==> config.mk <==
export PLATFORM = sky130hd
export DESIGN_NAME = wconv_fifo
export DESIGN_NICKNAME = d
export VERILOG_FILES = /design/src/rtl/wconv_fifo.sv
export SDC_FILE = /design/constraint.sdc
export NUM_CORES = 1
export LEC_CHECK = 0
export CORE_ASPECT_RATIO = 0.7
export CORE_MARGIN = 1.5
export CORE_UTILIZATION = 40
export CTS_CLUSTER_DIAMETER = 120
export DETAILED_ROUTE_END_ITERATION = 7
export PLACE_DENSITY_LB_ADDON = 0.08
export SYNTH_ARGS = -nofsm -noshare
export SYNTH_HDL_FRONTEND = slang
export SYNTH_SLANG_ARGS = --single-unit
==> constraint.sdc <==
create_clock -name iClock -period 10.7 [get_ports iClock]
set_input_delay 1.605 -clock iClock [delete_from_list [all_inputs] [get_ports iClock]]
set_output_delay 1.605 -clock iClock [all_outputs]
set_load 0.02 [all_outputs]
==> src/rtl/wconv_fifo.sv <==
`default_nettype none
// ============================================================================
// Module      : wconv_fifo
// Description : Single-clock width-converting FIFO. Stores WRITE_WIDTH-bit
//               push words and delivers each as RATIO sub-words of
//               WRITE_WIDTH/RATIO bits, most-significant slice first.
//               Provides full / almost-full / empty flags, entry and sub-word
//               counts, and registered overflow / underflow pulses.
//               Define WCONV_FIFO_FWFT_EN for first-word fall-through output;
//               otherwise oPopData is registered with one cycle of latency.
// Revision    : 1.0 - initial release
// ============================================================================
module wconv_fifo #(
   parameter int WRITE_WIDTH        = 18,
   parameter int RATIO              = 2,
   parameter int DEPTH_LOG2         = 6,
   parameter int ALMOST_FULL_THRESH = 60,
   localparam int READ_WIDTH        = WRITE_WIDTH / RATIO,
   localparam int RL                = $clog2(RATIO)
) (
   input  logic                      iClock,
   input  logic                      iReset,
   input  logic [WRITE_WIDTH-1:0]    iPushData,
   input  logic                      iPushEnable,
   output logic                      oIsFull,
   output logic                      oIsAlmostFull,
   output logic                      oOverflow,
   output logic [READ_WIDTH-1:0]     oPopData,
   input  logic                      iPopEnable,
   output logic                      oIsEmpty,
   output logic                      oUnderflow,
   output logic [DEPTH_LOG2:0]       oDataCount,
   output logic [DEPTH_LOG2+RL:0]    oReadCount
);

   // Sub-index width is at least one bit so RATIO=1 still has a legal vector.
   localparam int SW  = (RL > 0) ? RL : 1;
   localparam int PW  = DEPTH_LOG2 + 1;
   localparam int RCW = DEPTH_LOG2 + RL + 1;

   localparam logic [PW-1:0] c_depth    = {1'b1, {DEPTH_LOG2{1'b0}}};
   localparam logic [PW-1:0] c_afThresh = PW'(ALMOST_FULL_THRESH);
   localparam logic [SW-1:0] c_lastSub  = SW'(RATIO - 1);

   logic [WRITE_WIDTH-1:0] r_mem [2**DEPTH_LOG2];
   logic [PW-1:0]          r_wPtr;
   logic [PW-1:0]          r_rPtr;
   logic [SW-1:0]          r_sIdx;
   logic                   r_overflow;
   logic                   r_underflow;

   logic [PW-1:0]          w_count;
   logic                   w_full;
   logic                   w_empty;
   logic                   w_pushOk;
   logic                   w_popOk;
   logic                   w_lastSub;
   logic [WRITE_WIDTH-1:0] w_headWord;
   logic [READ_WIDTH-1:0]  w_headSub;

   // Flags and counts come straight from the registered pointers.
   assign w_count   = r_wPtr - r_rPtr;
   assign w_full    = (w_count == c_depth);
   assign w_empty   = (r_wPtr == r_rPtr);
   assign w_pushOk  = iPushEnable & ~w_full;
   assign w_popOk   = iPopEnable & ~w_empty;
   assign w_lastSub = (r_sIdx == c_lastSub);

   // Storage write; contents are deliberately left unreset.
   always_ff @(posedge iClock) begin
      if (w_pushOk) begin
         r_mem[r_wPtr[DEPTH_LOG2-1:0]] <= iPushData;
      end
   end

   // Pointer advance and registered reject pulses.
   always_ff @(posedge iClock or negedge iReset) begin
      if (!iReset) begin
         r_wPtr      <= '0;
         r_rPtr      <= '0;
         r_overflow  <= 1'b0;
         r_underflow <= 1'b0;
      end else begin
         if (w_pushOk) begin
            r_wPtr <= r_wPtr + PW'(1);
         end
         if (w_popOk && w_lastSub) begin
            r_rPtr <= r_rPtr + PW'(1);
         end
         r_overflow  <= iPushEnable & w_full;
         r_underflow <= iPopEnable & w_empty;
      end
   end

   generate
      if (RATIO > 1) begin : g_subIdx
         // Sub-word index walks 0..RATIO-1 within the head entry.
         always_ff @(posedge iClock or negedge iReset) begin
            if (!iReset) begin
               r_sIdx <= '0;
            end else if (w_popOk) begin
               r_sIdx <= w_lastSub ? '0 : r_sIdx + SW'(1);
            end
         end
      end else begin : g_noSubIdx
         assign r_sIdx = '0;
      end
   endgenerate

   assign w_headWord = r_mem[r_rPtr[DEPTH_LOG2-1:0]];

   // Select the head sub-word: index 0 maps to the most-significant slice.
   always_comb begin
      w_headSub = w_headWord[READ_WIDTH-1:0];
      for (int k = 0; k < RATIO; k++) begin
         if (r_sIdx == SW'(k)) begin
            w_headSub = w_headWord[(RATIO-1-k)*READ_WIDTH +: READ_WIDTH];
         end
      end
   end

`ifdef WCONV_FIFO_FWFT_EN
   // Head sub-word is presented directly; forced to zero while empty.
   assign oPopData = w_empty ? '0 : w_headSub;
`else
   logic [READ_WIDTH-1:0] r_popData;

   // Registered read data, loaded only on an accepted pop.
   always_ff @(posedge iClock or negedge iReset) begin
      if (!iReset) begin
         r_popData <= '0;
      end else if (w_popOk) begin
         r_popData <= w_headSub;
      end
   end

   assign oPopData = r_popData;
`endif

   assign oIsFull       = w_full;
   assign oIsEmpty      = w_empty;
   assign oIsAlmostFull = (w_count >= c_afThresh);
   assign oOverflow     = r_overflow;
   assign oUnderflow    = r_underflow;
   assign oDataCount    = w_count;
   assign oReadCount    = (RCW'(w_count) << RL) - RCW'(r_sIdx);

endmodule
`default_nettype wire

run_1/layer_met4.png
Scale bar: 100 um.
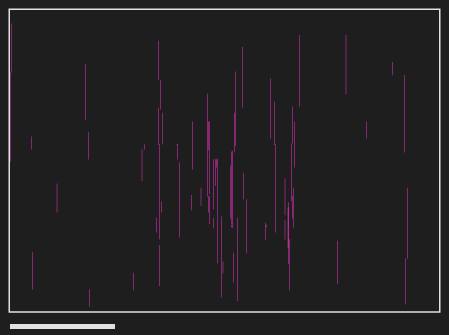
share of all routed wire	2.3%
main direction	vertical

run_1/sizes.png
Scale bar: 100 um.
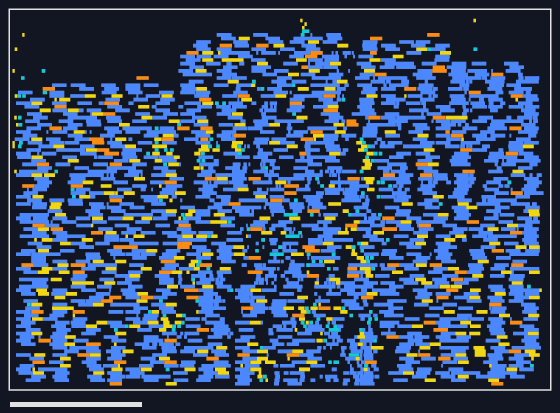
colour	size	cells
cyan	_3 and _4 cells	138
blue	_0 and _1 cells	1772
orange	_6 and larger	136
yellow	_2 cells	375

run_1/clk_routes.png
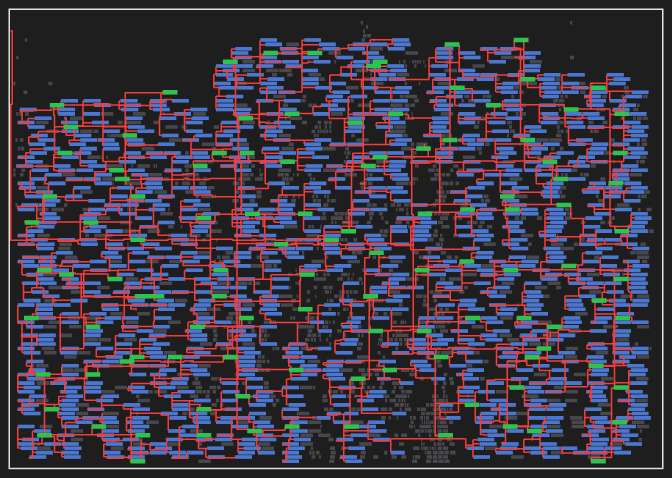
[red] clock wires | length: 14000 um
[green] clock drivers | count: 113
[blue] flip-flops | count: 1178
flops lie	spread over the die

==> impl_table.tex, run 1 <==
% Implementation results table
\begin{tabular}{lr}
\hline
Metric & Value \\
\hline
\multicolumn{2}{l}{\textbf{Clocking}} \\
\quad Level count of the clock H-tree & 3 \\
\multicolumn{2}{l}{\textbf{Critical path}} \\
\quad Worst Setup Path Type & reg -> out \\
\quad Element type at the critical path end & output port \\
\multicolumn{2}{l}{\textbf{STA}} \\
\quad Final critical delay including setup and external delays & around 6.6 ns \\
\quad Total negative slack for setup checks & 0 ns \\
\quad Slack of the critical path & a little over 4 ns \\
\quad Final cycle utilization of the critical path & between 60\% and 70\% \\
\multicolumn{2}{l}{\textbf{Synth}} \\
\quad FFs w/ async S/R, synth & under 10\% \\
\quad Seq/Total Area, Yosys & 76.61\% \\
\quad Syn Area/Cell & 21.25 um\^{}2 \\
\quad Dominant kind of combinational cell & multiplexers \\
\quad Mux frac, synth & between 10\% and 20\% \\
\quad Post-synth net total & between 2000 and 2500 \\
\quad Synth unique cells & about 59 \\
\multicolumn{2}{l}{\textbf{Finish}} \\
\quad Ratio of cells with drive above 1 in the final layout & a little over a quarter \\
\quad Number of clock buffers in the layout & approximately 140 \\
\quad Number of flip-flops in the largest register & approximately 1200 \\
\quad Non-filler instance count after layout & 3943 \\
\multicolumn{2}{l}{\textbf{Global routing}} \\
\quad Global route overflow & 0 \\
\quad Number of antenna violations at the first check in global routing & 11 \\
\multicolumn{2}{l}{\textbf{Die}} \\
\quad Horiz. Die Dim & between 400 and 500 um \\
\multicolumn{2}{l}{\textbf{Route}} \\
\quad Starting DRC count in detailed routing & 2609 \\
\quad Detailed-routing iteration count for the pre-antenna-repair pass & 6 \\
\quad DR vias & $\sim$23000 \\
\multicolumn{2}{l}{\textbf{Placed design}} \\
\quad Post-Place Setup Slack & around 4.8 ns \\
\quad Placed standard-cell area & between 40000 and 50000 um\^{}2 \\
\multicolumn{2}{l}{\textbf{Pwr}} \\
\quad Share of total power in the clock network & between 20\% and 30\% \\
\multicolumn{2}{l}{\textbf{Outcome}} \\
\quad Result of the run & finished, final reports clean \\
\hline
\end{tabular}
[run 1: per-layer routing]
| layer | wire (um) | share of wire (%) |
|---|---|---|
| met5 | 13 | 0.010 |
| met3 | 9650 | 7.7 |
| met2 | 53310 | 43 |
| met1 | 59260 | 47 |
| met4 | 2823 | 2.3 |
[run 1: path summary, 6_finish.rpt]
path | end | slack (ns) | startpoint | cells after the start
worst max-delay path | oReadCount[7] | 4.07 | r_rPtr[1] | 9
worst min-delay path | r_wPtr[2] | 0.48 | r_wPtr[2] | 1
worst max register to register | r_mem[33][15] | 5.29 | r_rPtr[1] | 11
worst min register to register | r_wPtr[2] | 0.48 | r_wPtr[2] | 1
max in group asynchronous | r_rPtr[0] | 9.19 | iReset | 1
min in group asynchronous | r_rPtr[6] | 0.95 | iReset | 1
run_1/io_placement.png
Pins as bars across the die edge, other pins in grey.
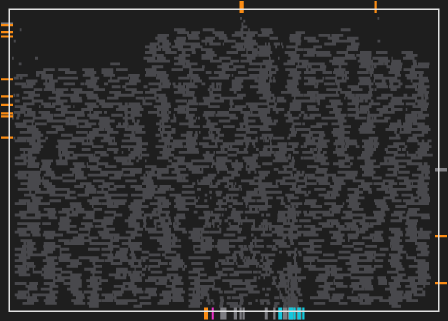

==> run 2, diff against run 1 <==
==> constraint.sdc (replaced) <==
create_clock -name iClock -period 6.8 [get_ports iClock]
set_input_delay 1.02 -clock iClock [delete_from_list [all_inputs] [get_ports iClock]]
set_output_delay 1.02 -clock iClock [all_outputs]
set_load 0.02 [all_outputs]
run_2/io_placement.png
Pins as bars across the die edge, other pins in grey.
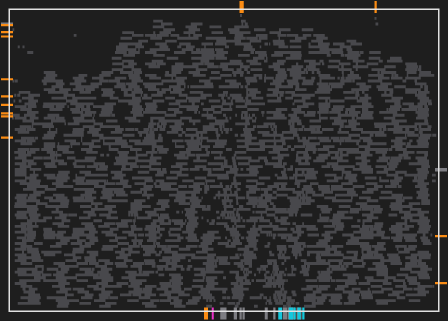
colour	port	pins	direction	edge
orange	`iPushData`	18	input	9 left, 4 top, 3 bottom, 2 right
cyan	`oReadCount`	8	output	bottom
magenta	`iReset`	1	input	bottom
Horiz. Die Dim: 408.3 um
count of input and output buffers: 50

run_2/layer_met4.png
Scale bar: 100 um.
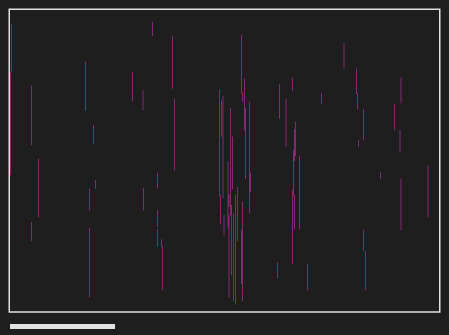
share of all routed wire	2.3%
wire length on this layer	2820 um
main direction	vertical
nets with wire on the layer	33

==> run 2 against run 1 <==
Register-to-register slack worse by 3.1 ns. Worst hold slack worse by 0.16 ns. Global-route usage is 0.10 points higher. Sequential power is 56% higher. Clock skew is 0.013 ns higher. Highest routed layer is now met4.
==> impl_table.tex, run 2 <==
% Implementation results table
\begin{tabular}{lr}
\hline
Metric & Value \\
\hline
\multicolumn{2}{l}{\textbf{Critical path}} \\
\quad Capture point of the worst reg-to-reg path & r\_mem[29][4] \\
\quad Setup slack of the worst register-to-register path & roughly 2.2 ns \\
\quad Number of gates on the worst path with buffers counted & 10 \\
\quad Data required time at the worst endpoint & around 5.8 ns \\
\quad Worst Setup Path Type & reg -> out \\
\quad Crit path from & r\_rPtr[2] \\
\quad Top delay family on crit path & simple AND/OR/NAND/NOR gates \\
\quad R2R Path Start & r\_rPtr[2] \\
\quad Critical Path Fanout Max & 37 \\
\quad FF-to-FF path depth & 11 \\
\quad Element type at the critical path end & output port \\
\multicolumn{2}{l}{\textbf{Synth}} \\
\quad Synth unique cells & between 50 and 60 \\
\quad FFs w/ async S/R, synth & under 10\% \\
\quad Main area contributors after synthesis & sky130\_fd\_sc\_hd\_\_edfxtp\_1, sky130\_fd\_sc\_hd\_\_mux4\_2, sky130\_fd\_sc\_hd\_\_mux2i\_1 \\
\quad Seq/Total Area, Yosys & $\sim$77\% \\
\quad Syn Area/Cell & around 21 um\^{}2 \\
\quad Post-synth net total & between 2000 and 2500 \\
\multicolumn{2}{l}{\textbf{Route}} \\
\quad Detailed-routed wire length on met2 & around 54000 um \\
\quad Met1 routed wirelength after detailed routing & roughly 60000 um \\
\quad DR vias & approximately 23000 \\
\quad DR WL met3 & 8333 um \\
\quad Detailed-routing iteration count for the pre-antenna-repair pass & 7 \\
\quad Uppermost signal routing layer after detailed routing & met4 \\
\quad Starting DRC count in detailed routing & 2447 \\
\multicolumn{2}{l}{\textbf{Finish}} \\
\quad Ratio of cells with drive above 1 in the final layout & around 27\% \\
\quad Non-filler instance count after layout & just under 4000 \\
\quad Number of flip-flops in the largest register & between 1000 and 1500 \\
\multicolumn{2}{l}{\textbf{STA}} \\
\quad Final critical delay including setup and external delays & between 5 and 6 ns \\
\quad Final cycle utilization of the critical path & 80.95\% \\
\quad Slack of the critical path & about 1.3 ns \\
\quad Number of hold violations in the final report & 0 \\
\quad Unrepaired setup endpoints after global routing & false \\
\quad Total negative slack for setup checks & 0 ns \\
\multicolumn{2}{l}{\textbf{Outcome}} \\
\quad Result of the run & finished, final reports clean \\
\multicolumn{2}{l}{\textbf{Pwr}} \\
\quad Share of total power in the clock network & between 20 and 30\% \\
\multicolumn{2}{l}{\textbf{Global routing}} \\
\quad Number of antenna violations at the first check in global routing & 7 \\
\quad GR met2 Demand/Resource & between 30 and 40\% \\
\quad Global-route usage over all layers & a little over a fifth \\
\multicolumn{2}{l}{\textbf{Clocking}} \\
\quad Level count of the clock H-tree & 3 \\
\multicolumn{2}{l}{\textbf{Placed design}} \\
\quad Post-Place Setup Slack & a little over 2 ns \\
\multicolumn{2}{l}{\textbf{Die}} \\
\quad Initial core utilization & a little over 40\% \\
\hline
\end{tabular}
-- run 2: layout make-up --
class	count	area, um^2
Antenna cell	1	2.502
Clock buffer	126	2908
Clock inverter	88	907.1
Fill cell	9515	60680
Inverter	12	46.29
Multi-Input combinational cell	844	10390
Sequential cell	1178	35260
Tap cell	1522	1904
Timing Repair Buffer	165	1311
-- run 2: kinds of logic after synthesis --
| group | after synthesis | synth area share [%] |
|---|---|---|
| adder cells (fa/ha/maj) | 10 | 0.2883 |
| multiplexers | 399 | 15.51 |
| flip-flops | 1178 | 76.61 |
| buffers and inverters | 143 | 1.624 |
| AND-OR/OR-AND | 185 | 2.829 |
| XOR/XNOR | 21 | 0.3998 |
| AND/OR/NAND/NOR | 229 | 2.736 |
Power and IR drop assume default switching activity.
